$ cat src/rtl/aes_pkg.sv
// Shared AES scheduling definitions: key-mode encodings, round counts and controller states.
// Nr lookup is pure combinational; the illegal mode maps to zero rounds.
package aes_pkg;

    localparam logic [1:0] MODE_128 = 2'b00;
    localparam logic [1:0] MODE_192 = 2'b01;
    localparam logic [1:0] MODE_256 = 2'b10;
    localparam logic [1:0] MODE_ILL = 2'b11;

    localparam int NR_128 = 10;
    localparam int NR_192 = 12;
    localparam int NR_256 = 14;

    typedef enum logic [1:0] {
        IDLE = 2'd0,
        RUN  = 2'd1,
        DONE = 2'd2
    } sched_state_t;

    function automatic logic [3:0] nr_of(input logic [1:0] mode);
        case (mode)
            MODE_128: nr_of = 4'(NR_128);
            MODE_192: nr_of = 4'(NR_192);
            MODE_256: nr_of = 4'(NR_256);
            default:  nr_of = 4'd0;
        endcase
    endfunction

endpackage

$ cat src/rtl/aes_rr_arbiter.sv
// Two-way round-robin arbiter: combinational one-hot grant, pointer flips to the loser on advance.
// Zero latency; a requester that drops valid before advance simply loses its grant.
module aes_rr_arbiter (
    input  logic       clk,
    input  logic       reset,
    input  logic [1:0] valid,
    input  logic       advance,
    output logic [1:0] grant
);

    logic ptr;

    always_comb begin
        grant = 2'b00;
        case (valid)
            2'b01:   grant = 2'b01;
            2'b10:   grant = 2'b10;
            2'b11:   grant = ptr ? 2'b10 : 2'b01;
            default: grant = 2'b00;
        endcase
    end

    // Pointer names the requester that wins the next tie: the one not served now.
    always_ff @(posedge clk or negedge reset) begin
        if (!reset) begin
            ptr <= 1'b0;
        end else if (advance && (|grant)) begin
            ptr <= grant[0];
        end
    end

endmodule

$ cat src/rtl/aes_round_scheduler.sv
// Shares one iterative AES round core between two requesters; accept-to-response is Nr+2 cycles (1 for illegal mode).
// Requesters are accepted only in IDLE; the response is held in DONE until rsp_ready.
module aes_round_scheduler
    import aes_pkg::*;
#(
    parameter int DATA_W = 128,
    parameter int RND_W  = 4,
    parameter int CNT_W  = 16
) (
    input  logic              clk,
    input  logic              reset,
    input  logic              req0_valid,
    output logic              req0_ready,
    input  logic [1:0]        req0_mode,
    input  logic              req0_decrypt,
    input  logic [DATA_W-1:0] req0_data,
    input  logic              req1_valid,
    output logic              req1_ready,
    input  logic [1:0]        req1_mode,
    input  logic              req1_decrypt,
    input  logic [DATA_W-1:0] req1_data,
    output logic [DATA_W-1:0] core_state,
    output logic [RND_W-1:0]  core_round,
    output logic [RND_W-1:0]  core_key_idx,
    output logic [1:0]        core_mode,
    output logic              core_decrypt,
    output logic              core_first,
    output logic              core_last,
    input  logic [DATA_W-1:0] core_result,
    output logic              rsp_valid,
    input  logic              rsp_ready,
    output logic [DATA_W-1:0] rsp_data,
    output logic              rsp_id,
    output logic              rsp_err,
    output logic              busy,
    output logic [CNT_W-1:0]  done_count
);

    sched_state_t      state_q;
    logic [RND_W-1:0]  round_q;
    logic [RND_W-1:0]  nr_q;
    logic [DATA_W-1:0] data_q;
    logic [1:0]        mode_q;
    logic              dec_q;
    logic              id_q;
    logic              err_q;
    logic              rsp_valid_q;
    logic [CNT_W-1:0]  done_q;

    logic [1:0]        grant;
    logic              accept;
    logic              gsel;
    logic [1:0]        sel_mode;
    logic              sel_dec;
    logic [DATA_W-1:0] sel_data;
    logic              in_run;

    assign accept = (state_q == IDLE) && (|grant);

    aes_rr_arbiter u_arb (
        .clk     (clk),
        .reset   (reset),
        .valid   ({req1_valid, req0_valid}),
        .advance (accept),
        .grant   (grant)
    );

    assign gsel     = grant[1];
    assign sel_mode = gsel ? req1_mode    : req0_mode;
    assign sel_dec  = gsel ? req1_decrypt : req0_decrypt;
    assign sel_data = gsel ? req1_data    : req0_data;

    // Ready is qualified by reset so no handshake can be signalled while held in reset.
    assign req0_ready = reset & (state_q == IDLE) & grant[0];
    assign req1_ready = reset & (state_q == IDLE) & grant[1];

    always_ff @(posedge clk or negedge reset) begin
        if (!reset) begin
            state_q     <= IDLE;
            round_q     <= '0;
            nr_q        <= '0;
            data_q      <= '0;
            mode_q      <= 2'b00;
            dec_q       <= 1'b0;
            id_q        <= 1'b0;
            err_q       <= 1'b0;
            rsp_valid_q <= 1'b0;
            done_q      <= '0;
        end else begin
            case (state_q)
                IDLE: begin
                    if (accept) begin
                        mode_q  <= sel_mode;
                        dec_q   <= sel_dec;
                        id_q    <= gsel;
                        nr_q    <= RND_W'(nr_of(sel_mode));
                        round_q <= '0;
                        if (sel_mode == MODE_ILL) begin
                            data_q      <= '0;
                            err_q       <= 1'b1;
                            rsp_valid_q <= 1'b1;
                            state_q     <= DONE;
                        end else begin
                            data_q  <= sel_data;
                            err_q   <= 1'b0;
                            state_q <= RUN;
                        end
                    end
                end
                RUN: begin
                    data_q <= core_result;
                    if (round_q == nr_q) begin
                        rsp_valid_q <= 1'b1;
                        state_q     <= DONE;
                    end else begin
                        round_q <= round_q + RND_W'(1);
                    end
                end
                DONE: begin
                    if (rsp_ready) begin
                        rsp_valid_q <= 1'b0;
                        err_q       <= 1'b0;
                        state_q     <= IDLE;
                        if (!err_q) begin
                            done_q <= done_q + CNT_W'(1);
                        end
                    end
                end
                default: state_q <= IDLE;
            endcase
        end
    end

    // Round-indexed core controls are only meaningful while iterating; zero elsewhere.
    assign in_run       = (state_q == RUN);
    assign core_state   = data_q;
    assign core_round   = round_q;
    assign core_key_idx = in_run ? (dec_q ? (nr_q - round_q) : round_q) : '0;
    assign core_mode    = mode_q;
    assign core_decrypt = dec_q;
    assign core_first   = in_run && (round_q == '0);
    assign core_last    = in_run && (round_q == nr_q);

    assign rsp_valid  = rsp_valid_q;
    assign rsp_data   = data_q;
    assign rsp_id     = id_q;
    assign rsp_err    = err_q;
    assign busy       = (state_q != IDLE);
    assign done_count = done_q;

endmodule
$ cat config.mk
export PLATFORM = sky130hd
export DESIGN_NAME = aes_round_scheduler
export DESIGN_NICKNAME = d
export VERILOG_FILES = /design/src/rtl/aes_pkg.sv /design/src/rtl/aes_rr_arbiter.sv /design/src/rtl/aes_round_scheduler.sv
export SDC_FILE = /design/constraint.sdc
export NUM_CORES = 1
export LEC_CHECK = 0
export CAP_MARGIN = 25
export CORE_AREA = 10 10 256 258
export CTS_CLUSTER_DIAMETER = 200
export DETAILED_ROUTE_END_ITERATION = 16
export DIE_AREA = 0 0 266 268
export PLACE_DENSITY = 0.55
export SYNTH_ARGS = -nofsm -noshare
export SYNTH_HDL_FRONTEND = slang
export SYNTH_SLANG_ARGS = --single-unit
$ cat constraint.sdc
create_clock -name clk -period 3.1 [get_ports clk]
set_clock_uncertainty 0.1 [all_clocks]
set_input_delay 0.31 -clock clk [delete_from_list [all_inputs] [get_ports clk]]
set_output_delay 0.31 -clock clk [all_outputs]
set_load 0.02 [all_outputs]
**Run 1: sequential cells grouped by signal name**

(1 px per um)
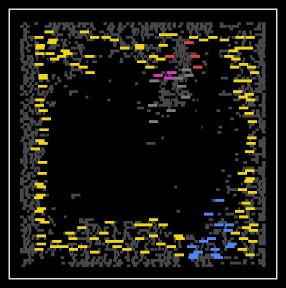
legend:
  magenta:
    name_in_the_netlist: nr_q
    placed_flops: 3
  blue:
    name_in_the_netlist: done_count
    placed_flops: 16
    where: lower right
  yellow:
    name_in_the_netlist: core_state
    placed_flops: 128
    where: widely spread
  red:
    name_in_the_netlist: core_round
    placed_flops: 4
not coloured: 9

**Run 1: selected gate families**

(1.5 px per um)
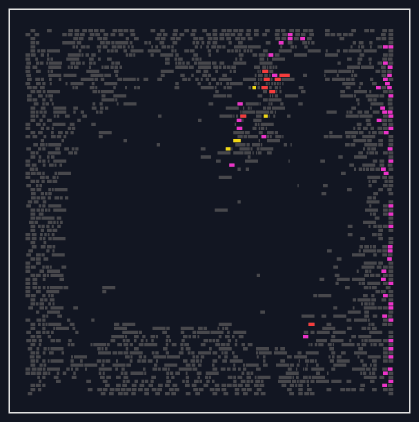
legend:
  magenta:
    family: mux cells
    cells: 54
    most_used: mux2i_1
  red:
    family: fa/ha/maj cells
    cells: 8
    most_used: ha_1
  yellow:
    family: non-inverting ao/oa cells
    cells: 4

==> impl_metrics.tcl, run 1 <==
# metrics dict for downstream scripts
set metrics [dict create \
    clock_network_power_consumption_mw 2.19 \
    cts_tree "yes" \
    worstPathRequired_ns 2.69 \
    die_width_um 266 \
    synth_cell_type_count 51 \
    comb_area_share_pct 26.9 \
    cpLargestDelayFamily "simple AND/OR/NAND/NOR gates" \
    run_status "complete, no violations" \
    tns_ns 0 \
    class_of_the_most_critical_setup_path "flip-flop to output port" \
    synth-adder-area-share_pct 1.06 \
    post_cts.repair.setup_buffers 0 \
    grt_max_degree 92 \
    cellLeakagePower_nw 6.90 \
    crit_path_top_delay_cell "clkdlybuf4s50_1" \
    setup.worst_path.end_class "output port" \
    power_density_nw_per_um2 1000 \
    xor_share_pct 1.46 \
    design.core.area_sq_um 60100 \
    internal_power_mw 9.20 \
    power.group.top "combinational logic" \
    final_cells 2379 \
    cts_root_buffer "clkbuf_16" \
    globalRouteOverflowTotal 0 \
    place.port_buffers 685 \
    warnings 28 \
    timing.fmax_mhz 345 \
    pwr-share-seq_pct 24.1 \
    power.total_mw 17.5 \
    comb_power_share_pct 63.4 \
    clock_path_buffers 2 \
    drt.antenna.violating_nets 0 \
    final-setup-viol-count 0 \
    gp_routability_congestion 0.923 \
    initialDrtViolationCount 582 \
    cts_max_level 4 \
    avgViaCountPerCell 4.49 \
    grt_pass1_wl_mm 82.8 \
    synthesized_chip_area_reported_by_yosys_sq_um 10200 \
    grt_pass1_vias 11400 \
    clock_insertion_delay_worst_skew_ns 0.48 \
    critical_path_data_arrival_time_ns 2.49 \
    area_added_between_synthesis_and_finish_pct 71.6 \
    top_area_share_pct 39.4 \
    overall_fraction_of_global_route_tracks_in_use_pct 15.7 \
    synth-seq-area-share_pct 39.4 \
    design.portCount 686 \
    timing.final.crit_period_ns 2.90 \
    nonClockBufferCount 712 \
    remaining_drc_errors 0 \
    layout.cells.largest_class "non-clock buffers" \
    topCombFamilyByArea "AND-OR/OR-AND gates" \
    worstPathMaxFanout 22 \
    clock_power_share_pct 12.5 \
    synthesized_area_divided_by_synthesized_cell_count_sq_um 9.36 \
    simple_gate_share_pct 9.08 \
    final.fill_count 6340 \
    half_perimeter_wire_length_of_the_detailed_placement_result_mm 47.0 \
    rows 90 \
    ys_sh_mux_pct 5.38 \
    synthesis.nets 1489 \
    power.ir.vdd_worst_uv 445 \
    worst_setup_hold_path_clk_slew_ns 0.07 \
    finalInstanceArea_sq_um 17400 \
    vias 10700 \
    post-route-util_pct 29.0 \
    aoi_share_pct 28.7 \
    comb.multi_input.count 683 \
    tapcell.inserted 782 \
    insertedDiodeCount 1 \
    dp.cells 2345 \
    regArea_sq_um 4000 \
    p_comb_mw 11.1 \
    num-nets-final 1986 \
    nNonClkInverters 9 \
    yosysCellCount 1086 \
    final-max-slew-violation-count 0 \
    crit_path_max_incr_delay_ns 0.68 \
    seq-cell-share_pct 22.9 \
    rr_worst_depth 5 \
    seq-power_mw 4.23 \
    net_switching_power_mw 8.33 \
    finalWirelength_mm 58.6 \
]
**Run 1: the clock network**

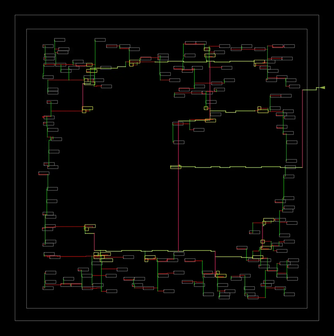
FFs & Latches: 160
CTS Buf Count: 17
clk_buf instances: 20
number of sinks on the clock net: 160

**Run 1: signal wires by layer**

(1.5 px per um)
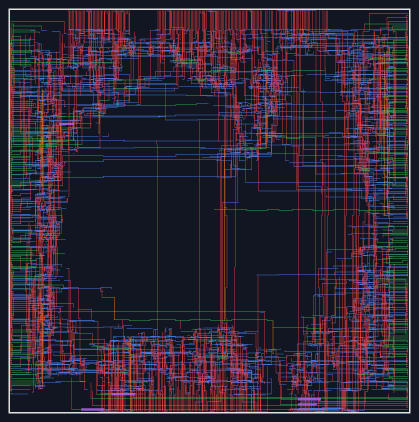
legend:
  blue:
    layer: M1
    wire_length: 21.5 mm
  green:
    layer: M3
    wire_length: 6110 um
  red:
    layer: M2
    wire_length: 30.2 mm
  orange:
    layer: M4
    wire_length: 686 um
  purple:
    layer: M5
    wire_length: 60.7 um

-- run 1: placed cells by master (no fill, tap or decap), types with 13 or more instances in the layout --
master	instances
a21boi_0	76
a21oi_1	88
a22oi_1	45
and3_1	86
buf_4	21
clkbuf_16	17
clkdlybuf4s50_1	680
dfrtp_1	160
mux2i_1	49
nand2_1	23
nor2_1	13
o211ai_1	84
o21ai_0	15
o21ai_1	40
o22ai_1	83
-- run 1: registers in the layout (all words and copies together), names as in the netlist --
| signal | cells |
|---|---|
| nr_q | 3 |
| state_q | 2 |
| rsp_id | 1 |
| rsp_err | 1 |
| core_state | 128 |
| core_mode | 2 |
| core_round | 4 |
| u_arb.ptr | 1 |
| core_decrypt | 1 |
| done_count | 16 |
| rsp_valid | 1 |
-- run 1: logic make-up after synthesis --
group	count (synthesis)
AOI/OAI and AO/OA	450
buffers and inverters	243
DFF	160
and+or+nand+nor	154
muxes	54
xor gates and xnor gates	17
adders and majority gates	8
-- run 1: metal layers --
layer | vias to the layer above | track usage (%) | routed length [um]
li1 | 4922 | - | -
met1 | 5185 | 16.4 | 21500
met2 | 520 | 28.5 | 30200
met3 | 41 | 7.16 | 6110
met4 | 10 | 3.29 | 686
met5 | - | 0 | 60
-- run 1: what timing repair did --
action / 4_1_cts / 5_1_grt
endpoints found under the setup margin: 1 / 1
resized: 1 / 1
hold buffers: 1 / 0
endpoints found under the hold margin: 37 / 0
-- run 1: worst paths after layout --
| path | slack [ns] | endpoint | startpoint |
|---|---|---|---|
| min in group clk | 0.30 | core_mode[0] | req1_valid |
| worst max-delay path | 0.20 | core_first | state_q[1] |
| max in group asynchronous | 1.17 | core_state[53] | reset |
| worst max register to register | 0.81 | core_state[74] | state_q[0] |
| worst min-delay path | 0.17 | core_state[11] | reset |
| worst min register to register | 0.37 | done_count[15] | done_count[15] |
## Run 2: what changed since run 1
TNS_END_PERCENT = 20   (was unset)
**Run 2: sequential cells grouped by signal name**

(1 px per um)
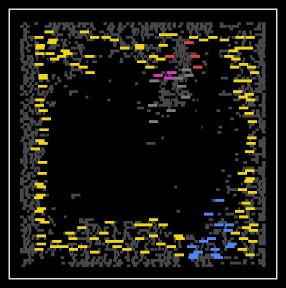
legend:
  yellow:
    name_in_the_netlist: core_state
    placed_flops: 128
    where: widely spread
  red:
    name_in_the_netlist: core_round
    placed_flops: 4
  magenta:
    name_in_the_netlist: nr_q
    placed_flops: 3
  blue:
    name_in_the_netlist: done_count
    placed_flops: 16
    where: lower right

**Run 2: signal wires by layer**

(1.5 px per um)
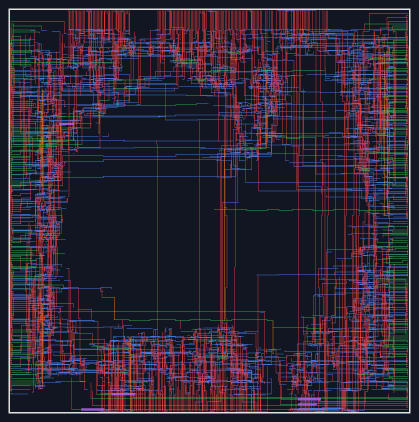
legend:
  purple:
    layer: M5
    wire_length: 60.7 um
  green:
    layer: M3
    wire_length: 6110 um
  blue:
    layer: M1
    wire_length: 21.5 mm
  red:
    layer: M2
    wire_length: 30.2 mm
  orange:
    layer: M4
    wire_length: 686 um

==> impl_metrics.tcl, run 2 <==
# metrics dict for downstream scripts
set metrics [dict create \
    synth_flops 160 \
    max_slew_margin_pct 40.4 \
    synthesis.nets 1489 \
    grt_max_degree 92 \
    tns_ns 0 \
    layout.cells.most_common_list "clkdlybuf4s50_1, dfrtp_1, a21oi_1, and3_1, o211ai_1" \
    synthesized_area_divided_by_synthesized_cell_count_sq_um 9.36 \
    setup.worst_path.end_class "output port" \
    power_density_nw_per_um2 1000 \
    die_width_um 266 \
    iteration_tally_of_the_first_detailed_router_pass 5 \
    number_of_antenna_violations_at_the_first_check_in_global_routing 7 \
    avgViaCountPerCell 4.49 \
    class_of_the_most_critical_setup_path "flip-flop to output port" \
    top_cells_by_area "dfrtp_1, buf_4, o211ai_1" \
    routedLengthMet1_mm 21.5 \
    most_frequently_placed_logic_cell_in_the_final_layout "clkdlybuf4s50_1" \
    drt.antenna.violating_nets 0 \
    starting_density_of_the_core_pct 16.9 \
    finalWirelength_mm 58.6 \
    number_of_flip_flops_in_the_largest_register 128 \
    vias 10700 \
    run_status "complete, no violations" \
    worst_setup_hold_path_clk_slew_ns 0.07 \
    use_met2_pct 28.5 \
    warnings 28 \
    place.port_buffers 685 \
    worst_slack_ns 0.199 \
    synth_cell_type_count 51 \
    cts_tree "yes" \
    topRoutingLayerUsed "met5" \
    final.fill_count 6340 \
    cts_root_buffer "clkbuf_16" \
    worst_case_hold_slack_ns 0.169 \
    routed-wl-met2_mm 30.2 \
    remaining_drc_errors 0 \
    half_perimeter_wire_length_of_the_detailed_placement_result_mm 47.0 \
    postSynth.asyncResetShare_pct 100 \
    die_height_um 268 \
    initialDrtViolationCount 582 \
    yosys_warnings 0 \
    area_added_between_synthesis_and_finish_pct 71.6 \
    grt_pass1_vias 11400 \
    timing.fmax_mhz 345 \
    gp_routability_congestion 0.923 \
    numCtsBuffers 17 \
    top_area_share_pct 39.4 \
    yosysCellCount 1086 \
    power.total_mw 17.5 \
    globalRouteOverflowTotal 0 \
    max-cap-violations 0 \
    synth_top_cell_by_area "dfrtp_1" \
    design.portCount 686 \
    post-route-util_pct 29.0 \
    design.core.area_sq_um 60100 \
    layout_worst_path_cycle_share_pct 93.6 \
    post-synth-top-count-cell "dfrtp_1" \
    num-nets-final 1986 \
    power.ir.vdd_worst_uv 445 \
    holdCritPathClass "input port to asynchronous set/reset pin" \
    synth-seq-area-share_pct 39.4 \
    count_of_flip_flops_with_a_built_in_enable_after_synthesis 0 \
    final-max-slew-violation-count 0 \
    postSynth.topFlopCell "dfrtp_1" \
    routed_wire_length_per_instance_um 24.6 \
    final-setup-viol-count 0 \
    gr-max-usage-layer "met2" \
    global_route.usage.met3_pct 7.16 \
    clock_path_buffers 2 \
    synthesized_chip_area_reported_by_yosys_sq_um 10200 \
    finalInstanceArea_sq_um 17400 \
    design.die.area_sq_um 71300 \
    synth.top_cells.by_count "dfrtp_1, buf_4, a21oi_1, and3_1, o211ai_1" \
    grt_setup_unrepaired "no" \
    met1_usage_pct 16.4 \
    post_cts.repair.setup_buffers 0 \
    max_slew.worst_pin.slew_ns 0.894 \
    timing.final.crit_period_ns 2.90 \
    cts_max_level 4 \
    rows 90 \
    synth_cells 1086 \
    grt_pass1_wl_mm 82.8 \
    dp.cells 2345 \
    clkSinkCount 160 \
    placed_cell_area_sq_um 16900 \
    final_cells 2379 \
    mappedNetlistArea_sq_um 10200 \
    place_ws_ns 0.450 \
    timing.final.hold_violations 0 \
    drive_above_1_share_pct 5.01 \
    overall_fraction_of_global_route_tracks_in_use_pct 15.7 \
    cellLeakagePower_nw 6.90 \
    worstPathRequired_ns 2.69 \
    met3RoutedLength_mm 6.11 \
    critical_path_data_arrival_time_ns 2.49 \
    clock_insertion_delay_worst_skew_ns 0.48 \
    worst_setup_path_start_kind "flip-flop" \
    worstPathMaxFanout 22 \
]
**Run 2: selected gate families**

(1.5 px per um)
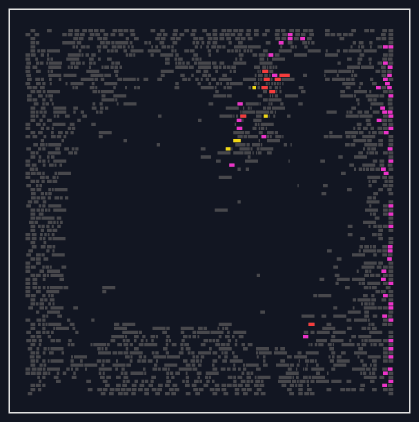
legend:
  magenta:
    family: mux cells
    cells: 54
    most_used: mux2i_1
  red:
    family: fa/ha/maj cells
    cells: 8
    most_used: ha_1
  yellow:
    family: non-inverting ao/oa cells
    cells: 4

-- run 2: cell counts in the layout (fill, tap and decap cells not counted) --
Identical to the previous run, type by type.
-- run 2: cells by family after synthesis --
kind of cell / after synthesis / synth area share, %
compound gates: 450 / 28.7
buf+inv: 243 / 14.9
flops: 160 / 39.4
simple gates: 154 / 9.08
mux: 54 / 5.38
xor+xnor: 17 / 1.46
fa+ha+maj: 8 / 1.06
-- run 2: path summary, 6_finish.rpt --
kind                                      from  depth (start not counted)  slack (ns)             end
worst max-delay path                state_q[1]                          3        0.20      core_first
worst min-delay path                     reset                          2        0.17  core_state[11]
worst max register to register      state_q[0]                          5        0.81  core_state[74]
worst min register to register  done_count[15]                          1        0.37  done_count[15]
max in group asynchronous                reset                          4        1.17  core_state[53]
min in group clk                    req1_valid                          4        0.30    core_mode[0]
-- run 2: repair_timing --
action                                  4_1_cts  5_1_grt
hold endpoints to repair                     37        0
hold buffers                                  1        0
resized                                       1        1
endpoints found under the setup margin        1        1
-- run 2: area by class of cell --
type                       count  area, sq um  share of cell area (%)
clock buffer                  20          457                    2.62
timing repair buffer         712         7150                    41.0
sequential                   160         4000                    22.9
inverter                       9         33.8                   0.194
multi-input combinational    683         4700                    26.9
antenna                        1         2.50                  0.0143
tap                          782          978                    5.61
clock inverter                12          124                   0.710
-- run 2: critical path, stage by stage (launching register included) --
cell and delay (ns):
dfrtp_1 0.56, nand2b_4 0.39, nor4b_1 0.39, clkdlybuf4s50_1 0.68
-- run 2: report_power, final --
group	switching (mW)	internal [mW]	leakage (nW)	total, mW
Clock	1.02	1.16	0.272	2.19
Combinational	6.17	4.94	4.72	11.1
Sequential	1.14	3.09	1.91	4.23
Total	8.33	9.20	6.90	17.5
## Run 3: what changed since run 2
SETUP_SLACK_MARGIN = 0.5   (was unset)
**Run 3: the clock network**

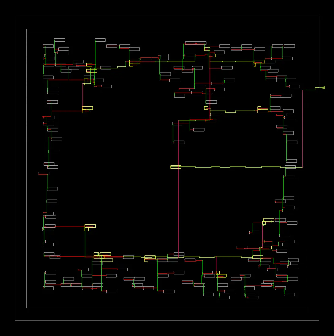
clock latency at the later pin of the worst-skew pair: 0.48 ns
clock network power consumption: 2.18 mW

**Run 3: selected gate families**

(1.5 px per um)
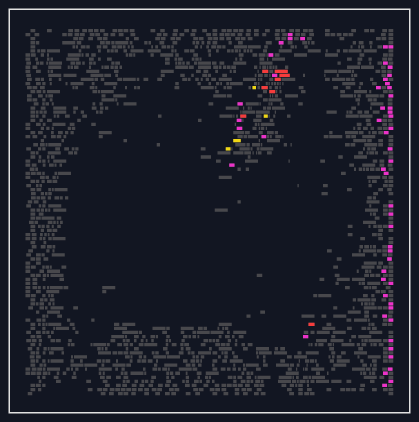
legend:
  red:
    family: fa/ha/maj cells
    cells: 8
    most_used: ha_1
  yellow:
    family: non-inverting ao/oa cells
    cells: 4
  magenta:
    family: mux cells
    cells: 54
    most_used: mux2i_1

==> impl_metrics.tcl, run 3 <==
# metrics dict for downstream scripts
set metrics [dict create \
    tns_ns 0 \
    synth_cells 1086 \
    synth_top_cell_by_area "dfrtp_1" \
    netSwitchingFraction_pct 47.7 \
    drive_above_1_share_pct 5.63 \
    ys_sh_mux_pct 5.38 \
    grt_max_degree 92 \
    final_cells 2383 \
    max_slew.worst_pin.slew_ns 0.811 \
    globalRouteOverflowTotal 0 \
    design.core.area_sq_um 60100 \
    synthesized_area_divided_by_synthesized_cell_count_sq_um 9.36 \
    post_cts.repair.setup_buffers 0 \
    vias 10700 \
    drt.antenna.violating_nets 0 \
    cts_max_level 4 \
    finalInstanceArea_sq_um 17500 \
    final.fill_count 6337 \
    ctsResizeCount 6 \
    yosys_warnings 0 \
    topRoutingLayerUsed "met5" \
    layout.cells.most_common_list "clkdlybuf4s50_1, dfrtp_1, a21oi_1, and3_1, o211ai_1" \
    post-route-util_pct 29.1 \
    synthesized_chip_area_reported_by_yosys_sq_um 10200 \
    gp_routability_congestion 0.923 \
    cts_root_buffer "clkbuf_16" \
    initialDrtViolationCount 591 \
    cts_tree "yes" \
    design.die.area_sq_um 71300 \
    top_area_share_pct 39.4 \
    top_cells_by_area "dfrtp_1, buf_4, o211ai_1" \
    post-synth-top-count-cell "dfrtp_1" \
    crit_path_top_delay_cell "fa_1" \
    worst_setup_path_start_kind "flip-flop" \
    critPathBufInv 1 \
    most_frequently_placed_logic_cell_in_the_final_layout "clkdlybuf4s50_1" \
    warnings 30 \
    postSynth.asyncResetShare_pct 100 \
    routed_wire_length_per_instance_um 24.9 \
    half_perimeter_wire_length_of_the_detailed_placement_result_mm 47.0 \
    die_height_um 268 \
    timing.final.crit_period_ns 2.58 \
    net_switching_power_mw 8.40 \
    cellLeakagePower_nw 6.94 \
    gr-max-usage-layer "met2" \
    design.portCount 686 \
    power_density_nw_per_um2 1010 \
    use_met2_pct 29.1 \
    grt_pass1_vias 11500 \
    timing.fmax_mhz 387 \
    clock_path_buffers 2 \
    aoi_share_pct 28.7 \
    max-cap-violations 0 \
    die_width_um 266 \
    pwr-share-seq_pct 24.2 \
    finalWirelength_mm 59.3 \
    rows 90 \
    worstPathMaxFanout 7 \
    routed-wl-met2_mm 30.7 \
    yosysCellCount 1086 \
    number_of_antenna_violations_at_the_first_check_in_global_routing 7 \
    global_route.usage.met3_pct 7.15 \
    grt_pass1_wl_mm 83.3 \
    mappedNetlistArea_sq_um 10200 \
    crit_path_max_incr_delay_ns 0.50 \
    numCtsBuffers 17 \
    remaining_drc_errors 0 \
    regArea_sq_um 4010 \
    synth-seq-area-share_pct 39.4 \
    worstPathRequired_ns 2.69 \
    area_added_between_synthesis_and_finish_pct 72.1 \
    synth_cell_type_count 51 \
    internal_power_mw 9.22 \
    power.ir.vdd_worst_uv 446 \
    synth_flops 160 \
    xor_share_pct 1.46 \
    synthesis.nets 1489 \
    topCombFamilyByArea "AND-OR/OR-AND gates" \
    iteration_tally_of_the_first_detailed_router_pass 5 \
    count_of_flip_flops_with_a_built_in_enable_after_synthesis 0 \
    num-nets-final 1990 \
    crit_chain "fa_1, mux2_2, nor2_1, dlygate4sd2_1" \
    class_of_the_most_critical_setup_path "flip-flop to output port" \
    simple_gate_share_pct 9.08 \
    synth-adder-area-share_pct 1.06 \
    clock_power_share_pct 12.4 \
    run_status "complete, no violations" \
    placed_cell_area_sq_um 16900 \
    setup.worst_path.end_class "output port" \
    postSynth.topFlopCell "dfrtp_1" \
    holdCritPathClass "input port to flip-flop" \
    timing.final.hold_violations 0 \
    final-setup-viol-count 0 \
    final-comb-area_sq_um 4720 \
]
**Run 3: wires at chosen ports, followed through buffers**

(2 px per um)
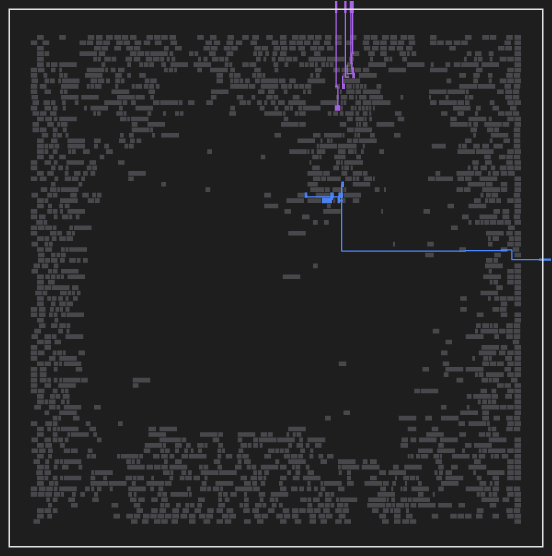
legend:
  purple:
    port: core_key_idx
    bits: 4
    direction: output
    edge: top
    end_cells: 4
    wire: 153 um
  blue:
    port: req0_valid
    bits: 1
    direction: input
    edge: right
    end_cells: 6
    wire: 168 um

==> run 3: cell counts after synthesis <==
Identical to the previous run, type by type.
==> run 3: metrics by stage <==
stage                     hold WS, ns  total power, mW  setup slack [ns]
after floorplan               -0.0856             10.5             0.917
after global routing            0.300             18.7             0.365
final                           0.303             17.6             0.519
after CTS                       0.271             17.9             0.225
after global placement         0.0871             15.6             0.442
after detailed placement       0.0815             15.6             0.450
==> run 3: logic make-up after synthesis <==
family | after synthesis
buffers and inverters | 243
and+or+nand+nor | 154
AOI/OAI and AO/OA | 450
adders and majority gates | 8
DFF | 160
xor gates and xnor gates | 17
muxes | 54
==> run 3: final cells by class <==
cell class	count	area share, %
repair buffers	715	41.0
multi-input cells	684	27.0
flip-flops and latches	160	22.9
well taps	782	5.59
clock buffers	20	2.61
clock inverters	12	0.708
inverters	9	0.193
diodes	1	0.0143
==> run 3: power groups by stage <==
| stage | Combinational (mW) | Clock, mW | Sequential, mW |
|---|---|---|---|
| final | 11.2 | 2.18 | 4.26 |
| after global routing | 11.9 | 2.34 | 4.40 |
| after CTS | 11.4 | 2.27 | 4.30 |
| after detailed placement | 11.3 | 0 | 4.28 |
| after global placement | 11.3 | 0 | 4.26 |
| after floorplan | 5.51 | 0 | 4.95 |
==> run 3: path summary, 6_finish.rpt <==
kind / startpoint / endpoint / slack, ns / cells past startpoint
max: core_round[0] / core_key_idx[1] / 0.52 / 4
max reg2reg: state_q[0] / core_state[74] / 0.83 / 5
min reg2reg: done_count[15] / done_count[15] / 0.37 / 1
max in group asynchronous: reset / done_count[1] / 0.91 / 4
min: req1_valid / core_mode[0] / 0.30 / 4
min in group asynchronous: reset / core_round[0] / 0.41 / 2
Power and IR drop assume default switching activity.
